Fig. 1: gate-type map
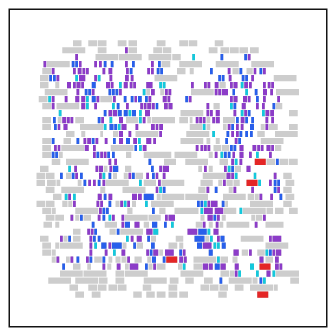
Fig. 2: met2 routing
Cells faint in the background.
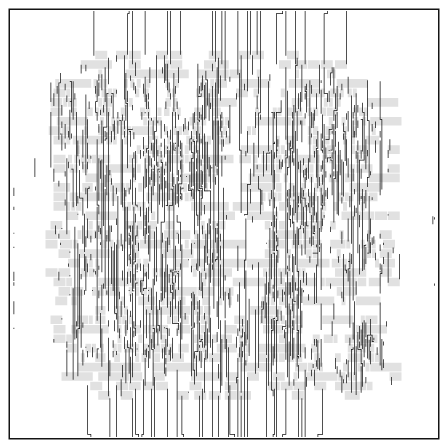
Fig. 3: congestion heat map
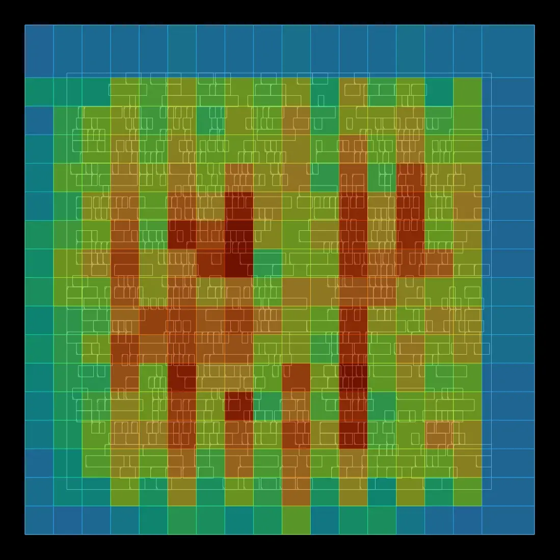
Fig. 4: where the registers sit
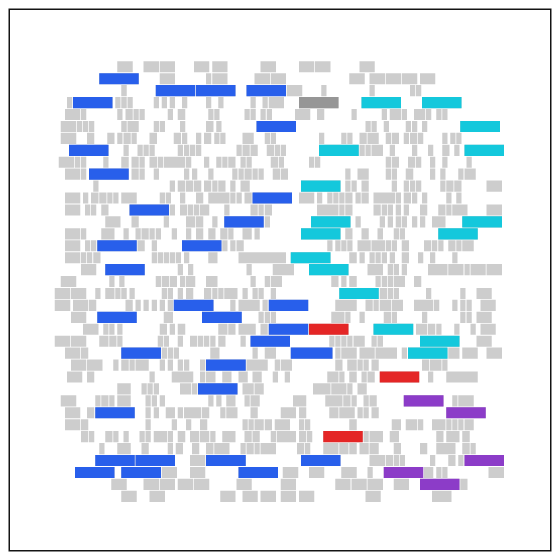
Fig. 5: M3 wires
The bar under the picture is 20 µm long.
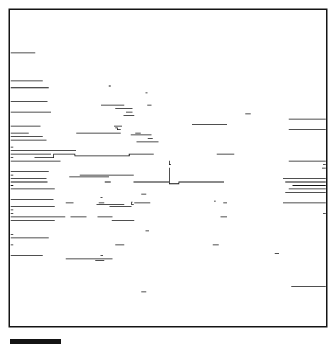
===== config.mk =====
export PLATFORM = sky130hd
export DESIGN_NAME = chacha20_block_sequencer_flat
export DESIGN_NICKNAME = d
export VERILOG_FILES = /design/src/rtl/chacha20_pkg.sv /design/src/rtl/chacha20_block_sequencer_if.sv /design/src/rtl/chacha20_block_ctr.sv /design/src/rtl/chacha20_block_sequencer.sv /design/src/flat_wrapper.sv
export SDC_FILE = /design/constraint.sdc
export NUM_CORES = 1
export LEC_CHECK = 0
export ABC_AREA = 1
export CAP_MARGIN = 20
export CORE_MARGIN = 10
export CORE_UTILIZATION = 40
export CTS_BUF_LIST = sky130_fd_sc_hd__clkbuf_8 sky130_fd_sc_hd__clkbuf_16
export DETAILED_ROUTE_END_ITERATION = 7
export PLACE_DENSITY_LB_ADDON = 0.05
export SYNTH_ARGS = -nofsm -noshare
export SYNTH_HDL_FRONTEND = slang
export SYNTH_SLANG_ARGS = --single-unit
export TNS_END_PERCENT = 30

===== constraint.sdc =====
create_clock -name clk -period 2.7 [get_ports clk]
set_input_delay 0.27 -clock clk [delete_from_list [all_inputs] [get_ports clk]]
set_output_delay 0.27 -clock clk [all_outputs]
set_load 0.005 [all_outputs]

===== src/rtl/chacha20_pkg.sv =====
// Shared definitions for the ChaCha20 block sequencer and its round core:
// FSM encoding, round count, counter reset value and the "expand 32-byte k" words.
package chacha20_pkg;

  typedef enum logic [2:0] {
    ST_IDLE  = 3'd0,
    ST_LOAD  = 3'd1,
    ST_ROUND = 3'd2,
    ST_FINAL = 3'd3,
    ST_OUT   = 3'd4,
    ST_DONE  = 3'd5
  } seq_state_t;

  localparam int CHACHA_ROUNDS = 20;
  localparam int CTR_RESET_VAL = 1;

  // Element [0] is the first state word, 0x61707865 ("expa").
  localparam logic [3:0][31:0] CHACHA_CONST = {
    32'h6b206574, 32'h79622d32, 32'h3320646e, 32'h61707865
  };

endpackage


===== src/rtl/chacha20_block_sequencer_if.sv =====
// Host command, core control and keystream handshake signals of the block sequencer.
// master = the sequencer, slave = host/core/downstream side.
interface chacha20_block_sequencer_if #(
  parameter int CTR_W  = 32,
  parameter int NBLK_W = 16
);
  logic              start;
  logic [NBLK_W-1:0] num_blocks;
  logic              ctr_load;
  logic [CTR_W-1:0]  ctr_init;
  logic              abort;
  logic              core_load;
  logic              core_round_en;
  logic              core_diag;
  logic              core_finalize;
  logic [CTR_W-1:0]  block_ctr;
  logic              ks_valid;
  logic              ks_ready;
  logic              busy;
  logic              done;
  logic              ctr_overflow;

  modport master (
    input  start, num_blocks, ctr_load, ctr_init, abort, ks_ready,
    output core_load, core_round_en, core_diag, core_finalize, block_ctr,
           ks_valid, busy, done, ctr_overflow
  );

  modport slave (
    output start, num_blocks, ctr_load, ctr_init, abort, ks_ready,
    input  core_load, core_round_en, core_diag, core_finalize, block_ctr,
           ks_valid, busy, done, ctr_overflow
  );
endinterface


===== src/rtl/chacha20_block_ctr.sv =====
// ChaCha20 block counter: resets to 1, synchronous load has priority over increment,
// wraps modulo 2^CTR_W and flags the all-ones value.
module chacha20_block_ctr
  import chacha20_pkg::*;
#(
  parameter int CTR_W = 32
) (
  input  logic             clk,
  input  logic             rst,
  input  logic             load,
  input  logic [CTR_W-1:0] load_val,
  input  logic             inc,
  output logic [CTR_W-1:0] value,
  output logic             wrap
);

  always_ff @(posedge clk or negedge rst) begin
    if (!rst) begin
      value <= CTR_W'(CTR_RESET_VAL);
    end else if (load) begin
      value <= load_val;
    end else if (inc) begin
      value <= value + CTR_W'(1);
    end
  end

  assign wrap = &value;

endmodule


===== src/rtl/chacha20_block_sequencer.sv =====
// Control FSM for one iterative ChaCha20 block core: steps load, ROUNDS rounds and the
// feed-forward add per block, then hands each block downstream over valid/ready.
module chacha20_block_sequencer
  import chacha20_pkg::*;
#(
  parameter int CTR_W  = 32,
  parameter int NBLK_W = 16,
  parameter int ROUNDS = CHACHA_ROUNDS
) (
  input logic                        clk,
  input logic                        rst,
  chacha20_block_sequencer_if.master bus
);

  // state    | meaning
  // ST_IDLE  | waiting for start; counter may be preloaded
  // ST_LOAD  | core loads key, nonce and block_ctr
  // ST_ROUND | one column/diagonal round per cycle, ROUNDS cycles
  // ST_FINAL | core adds input state to working state
  // ST_OUT   | keystream block offered until ks_ready
  // ST_DONE  | one-cycle done pulse, then back to idle

  localparam int RND_W = (ROUNDS > 1) ? $clog2(ROUNDS) : 1;

  seq_state_t        state, state_nxt;
  logic [RND_W-1:0]  rnd_left, rnd_left_nxt;
  logic [NBLK_W-1:0] blk_left, blk_left_nxt;
  logic              ovf, ovf_nxt;
  logic              ctr_ld, ctr_inc, ctr_wrap;
  logic [CTR_W-1:0]  ctr_val;

  chacha20_block_ctr #(.CTR_W(CTR_W)) u_ctr (
    .clk      (clk),
    .rst      (rst),
    .load     (ctr_ld),
    .load_val (bus.ctr_init),
    .inc      (ctr_inc),
    .value    (ctr_val),
    .wrap     (ctr_wrap)
  );

  always_ff @(posedge clk or negedge rst) begin
    if (!rst) begin
      state    <= ST_IDLE;
      rnd_left <= '0;
      blk_left <= '0;
      ovf      <= 1'b0;
    end else begin
      state    <= state_nxt;
      rnd_left <= rnd_left_nxt;
      blk_left <= blk_left_nxt;
      ovf      <= ovf_nxt;
    end
  end

  always_comb begin
    state_nxt    = state;
    rnd_left_nxt = rnd_left;
    blk_left_nxt = blk_left;
    ovf_nxt      = ovf;
    ctr_ld       = 1'b0;
    ctr_inc      = 1'b0;

    if (bus.abort) begin
      state_nxt    = ST_IDLE;
      blk_left_nxt = '0;
    end else begin
      case (state)
        ST_IDLE: begin
          ctr_ld = bus.ctr_load;
          if (bus.start && (bus.num_blocks != '0)) begin
            blk_left_nxt = bus.num_blocks;
            ovf_nxt      = 1'b0;
            state_nxt    = ST_LOAD;
          end
        end
        ST_LOAD: begin
          rnd_left_nxt = RND_W'(ROUNDS - 1);
          state_nxt    = ST_ROUND;
        end
        ST_ROUND: begin
          if (rnd_left == '0) begin
            state_nxt = ST_FINAL;
          end else begin
            rnd_left_nxt = rnd_left - RND_W'(1);
          end
        end
        ST_FINAL: begin
          state_nxt = ST_OUT;
        end
        ST_OUT: begin
          if (bus.ks_ready) begin
            ctr_inc      = 1'b1;
            blk_left_nxt = blk_left - NBLK_W'(1);
            if (blk_left == NBLK_W'(1)) begin
              state_nxt = ST_DONE;
            end else if (ctr_wrap) begin
              // Another block would reuse a counter value: stop without done.
              ovf_nxt   = 1'b1;
              state_nxt = ST_IDLE;
            end else begin
              state_nxt = ST_LOAD;
            end
          end
        end
        ST_DONE: begin
          state_nxt = ST_IDLE;
        end
        default: begin
          state_nxt = ST_IDLE;
        end
      endcase
    end
  end

  // Round index r = ROUNDS-1-rnd_left; with ROUNDS even, r[0] is the inverse of rnd_left[0].
  assign bus.core_load     = (state == ST_LOAD);
  assign bus.core_round_en = (state == ST_ROUND);
  assign bus.core_diag     = (state == ST_ROUND) && !rnd_left[0];
  assign bus.core_finalize = (state == ST_FINAL);
  assign bus.ks_valid      = (state == ST_OUT);
  assign bus.busy          = (state != ST_IDLE);
  assign bus.done          = (state == ST_DONE);
  assign bus.block_ctr     = ctr_val;
  assign bus.ctr_overflow  = ovf;

endmodule


===== src/flat_wrapper.sv =====
// flat-port wrapper written by rule: the top's interface ports become plain ports
module chacha20_block_sequencer_flat import chacha20_pkg::*;
#(
  parameter int CTR_W  = 32,
  parameter int NBLK_W = 16,
  parameter int ROUNDS = CHACHA_ROUNDS
)
  (clk, rst, bus_start, bus_num_blocks, bus_ctr_load, bus_ctr_init, bus_abort, bus_ks_ready, bus_core_load, bus_core_round_en, bus_core_diag, bus_core_finalize, bus_block_ctr, bus_ks_valid, bus_busy, bus_done, bus_ctr_overflow);
  chacha20_block_sequencer_if #(.CTR_W(CTR_W), .NBLK_W(NBLK_W)) bus_i ();
  input logic clk;
  input logic rst;
  input wire logic [$bits(bus_i.start)-1:0] bus_start;
  input wire logic [$bits(bus_i.num_blocks)-1:0] bus_num_blocks;
  input wire logic [$bits(bus_i.ctr_load)-1:0] bus_ctr_load;
  input wire logic [$bits(bus_i.ctr_init)-1:0] bus_ctr_init;
  input wire logic [$bits(bus_i.abort)-1:0] bus_abort;
  input wire logic [$bits(bus_i.ks_ready)-1:0] bus_ks_ready;
  output wire logic [$bits(bus_i.core_load)-1:0] bus_core_load;
  output wire logic [$bits(bus_i.core_round_en)-1:0] bus_core_round_en;
  output wire logic [$bits(bus_i.core_diag)-1:0] bus_core_diag;
  output wire logic [$bits(bus_i.core_finalize)-1:0] bus_core_finalize;
  output wire logic [$bits(bus_i.block_ctr)-1:0] bus_block_ctr;
  output wire logic [$bits(bus_i.ks_valid)-1:0] bus_ks_valid;
  output wire logic [$bits(bus_i.busy)-1:0] bus_busy;
  output wire logic [$bits(bus_i.done)-1:0] bus_done;
  output wire logic [$bits(bus_i.ctr_overflow)-1:0] bus_ctr_overflow;
  assign bus_i.start = bus_start;
  assign bus_i.num_blocks = bus_num_blocks;
  assign bus_i.ctr_load = bus_ctr_load;
  assign bus_i.ctr_init = bus_ctr_init;
  assign bus_i.abort = bus_abort;
  assign bus_i.ks_ready = bus_ks_ready;
  assign bus_core_load = bus_i.core_load;
  assign bus_core_round_en = bus_i.core_round_en;
  assign bus_core_diag = bus_i.core_diag;
  assign bus_core_finalize = bus_i.core_finalize;
  assign bus_block_ctr = bus_i.block_ctr;
  assign bus_ks_valid = bus_i.ks_valid;
  assign bus_busy = bus_i.busy;
  assign bus_done = bus_i.done;
  assign bus_ctr_overflow = bus_i.ctr_overflow;
  chacha20_block_sequencer #(.CTR_W(CTR_W), .NBLK_W(NBLK_W), .ROUNDS(ROUNDS)) u_core (.clk(clk), .rst(rst), .bus(bus_i));
endmodule

==> datasheet_impl.txt <==
Physical implementation characteristics

Parameter                              Value

Yosys
  Dominant kind of combinational cell    simple AND/OR/NAND/NOR gates
  Main flop type after synthesis    sky130_fd_sc_hd__dfrtp_1
  Syn_area_per_cell    between 6 and 7 µm²
  Warnings from Yosys    0
  Adder-Cell Fraction of Synth Area    1.47%
  Yosys cell types    38
  XORs/XNORs by Area    2.68%
  Yosys cell count    651
  Sequential share of the synthesized area    33.6%
  Yosys synthesis chip area    4250 µm²
  Number of enable flip-flop cells    0
  Top cells by count    sky130_fd_sc_hd__nand2_1 (189), sky130_fd_sc_hd__nor2_1 (115), sky130_fd_sc_hd__nand3_1 (59)
  Synth top area cells    sky130_fd_sc_hd__dfrtp_1 (33%), sky130_fd_sc_hd__nand2_1 (17%), sky130_fd_sc_hd__nor2_1 (10%)

Clocking
  Clock-pin slew reported for the worst setup and hold paths after clock tree synthesis    0.07 ns
  Quantity of gates resized following cts    0
  Maximum clock insertion buffer count    2
  Count of H-tree levels built during CTS    3
  Number of buffers inserted by hold repair at cts    1
  Number of clock sinks    57

Critical path
  Type of the worst setup path    flop to output port
  Startpoint of the worst register-to-register path    u_core.state[0]$_DFFE_PN0P_
  Data required time of the worst path    2.43 ns
  Crit Reg-Reg Endpoint    u_core.u_ctr.value[20]$_DFFE_PN0P_
  Cell depth of the worst flop-to-flop path    9
  Cell type of the slowest stage on the worst timing path    sky130_fd_sc_hd__clkdlybuf4s50_1
  Longest individual stage delay on the worst path    0.56 ns
  Worst EP arrival    1.93 ns

Pwr
  Power group with the largest share    combinational logic
  Part of the total power dissipated in combinational logic    51.0%
  Power in sequential cells    1.67 mW
  Power after layout    5.04 mW
  Sequential share of power    33.1%
  Sw Ratio    approximately 46%
  Internal power component    roughly 2.7 mW
  Combinational power    2.57 mW
  Clock network fraction of total power    between 10% and 20%
  Max VDD drop    425 µV

Detailed routing
  Number of DRC violations after detailed-routing iteration 0    295
  Routed via count    4537
  Detailed-route wire length    approximately 14 mm
  Remaining antenna violation count after routing    0

Final layout
  Final Net Count    around 800
  P&R area growth vs syn    28.6%
  Most frequently placed logic cell in the final layout    sky130_fd_sc_hd__nand2_1

Final timing
  Clock skew    between 0.009 and 0.01 ns
  Worst-case headroom to the max-slew limit    52.3%
  Setup repair after global routing missed its margin    no
  Setup total negative slack    0 ns
  Maximum frequency from static timing analysis    454 MHz
  Final Setup Violations    0
  Number of pins exceeding their max-slew limit in the final report    0
  Count of final hold-check violations    0

Place
  Dpl cell area    between 5000 and 6000 µm²
  Tally of buffers added on design ports    between 90 and 100
  Routability Congestion    around 0.93

GRT
  Global-route wire length before repair    ~22 mm
  Vias in the first global route    4583
  Largest net degree at the start of global routing    38
  GRT overflow    0

Status
  Run status    completed

Die
  Core Area    10300 µm²
  Die Height    ~120 µm
  Die Size    approximately 15000 µm²

Min path
  Hold Path End    u_core.u_ctr.value[2]$_DFFE_PN0P_
  Hold-critical path depth    3
## Picture notes: Fig. 1
[blue] NOR gates | cells: 139 | most used: nor2_1
[purple] NAND gates | cells: 275 | most used: nand2_1
[cyan] inverters | cells: 63 | most used: inv_1
[red] adder and majority cells | cells: 5 | most used: ha_1 | where: south-east

## Picture notes: Fig. 2
nets with wire on the layer: 645
longest straight run: 59.8 µm

## Picture notes: Fig. 3
GR Layer Usage met1: 21.0%
Avg WL per Cell: 15.2 µm

## Picture notes: Fig. 4
[purple] `u_core.rnd_left` | placed flops: 5 | where: south-east
[red] `u_core.state` | placed flops: 3
[cyan] `u_core.blk_left` | placed flops: 16
[blue] `u_core.u_ctr.value` | placed flops: 32
sequential fraction of total cell area: 26.1%
combined flip-flop and latch cell area: 1430 µm²

## Picture notes: Fig. 5
wire length on this layer: 783 µm
nets with wire on the layer: 74
longest straight run: 25.1 µm

[state kept, by name (all words and copies together) (netlist names)]
name	flops
u_core.u_ctr.value	32
u_core.rnd_left	5
u_core.bus.ctr_overflow	1
u_core.blk_left	16
u_core.state	3
[layer usage]
| metal | vias to the layer above | wire [µm] | global-route usage, % |
|---|---|---|---|
| met4 | 0 | 257 | 6.55 |
| met1 | 2104 | 5760 | 21.0 |
| met5 | - | 0 | 0 |
| met3 | 21 | 783 | 4.69 |
| met2 | 120 | 6700 | 31.8 |
| li1 | 2292 | - | - |
[worst max path at each step]
| stage | cells after the start | from | end |
|---|---|---|---|
| global route | 4 | u_core.state[1]$_DFFE_PN0P_ | bus_ks_valid |
| finish | 4 | u_core.state[0]$_DFFE_PN0P_ | bus_ks_valid |
| CTS | 4 | u_core.state[1]$_DFFE_PN0P_ | bus_ks_valid |
| detailed placement | 8 | bus_abort | u_core.u_ctr.value[14]$_DFFE_PN0P_ |
| floorplan | 10 | u_core.u_ctr.value[0]$_DFFE_PN1P_ | u_core.state[0]$_DFFE_PN0P_ |
| global placement | 8 | bus_abort | u_core.u_ctr.value[26]$_DFFE_PN0P_ |
[metrics by stage]
step | cells | util (%) | setup WS, ns | hold WS [ns]
floorplan | 651 | - | 1.05 | -0.0256
detailed placement | 869 | 51.0 | 0.450 | 0.363
finish | 886 | 53.0 | 0.499 | 0.490
global placement | 869 | 51.0 | 0.531 | 0.367
global route | 886 | 53.0 | 0.418 | 0.514
CTS | 886 | 53.0 | 0.500 | 0.486
[final cells by class]
type	count	area [µm²]	area share [%]
repair buffers	99	986	18.0
flip-flops and latches	57	1430	26.1
clock buffers	10	138	2.52
well taps	136	170	3.11
inverters	63	240	4.39
multi-input cells	515	2460	44.9
clock inverters	6	51.3	0.938
Power figures rest on the tool's default switching activity, not on a simulated workload.
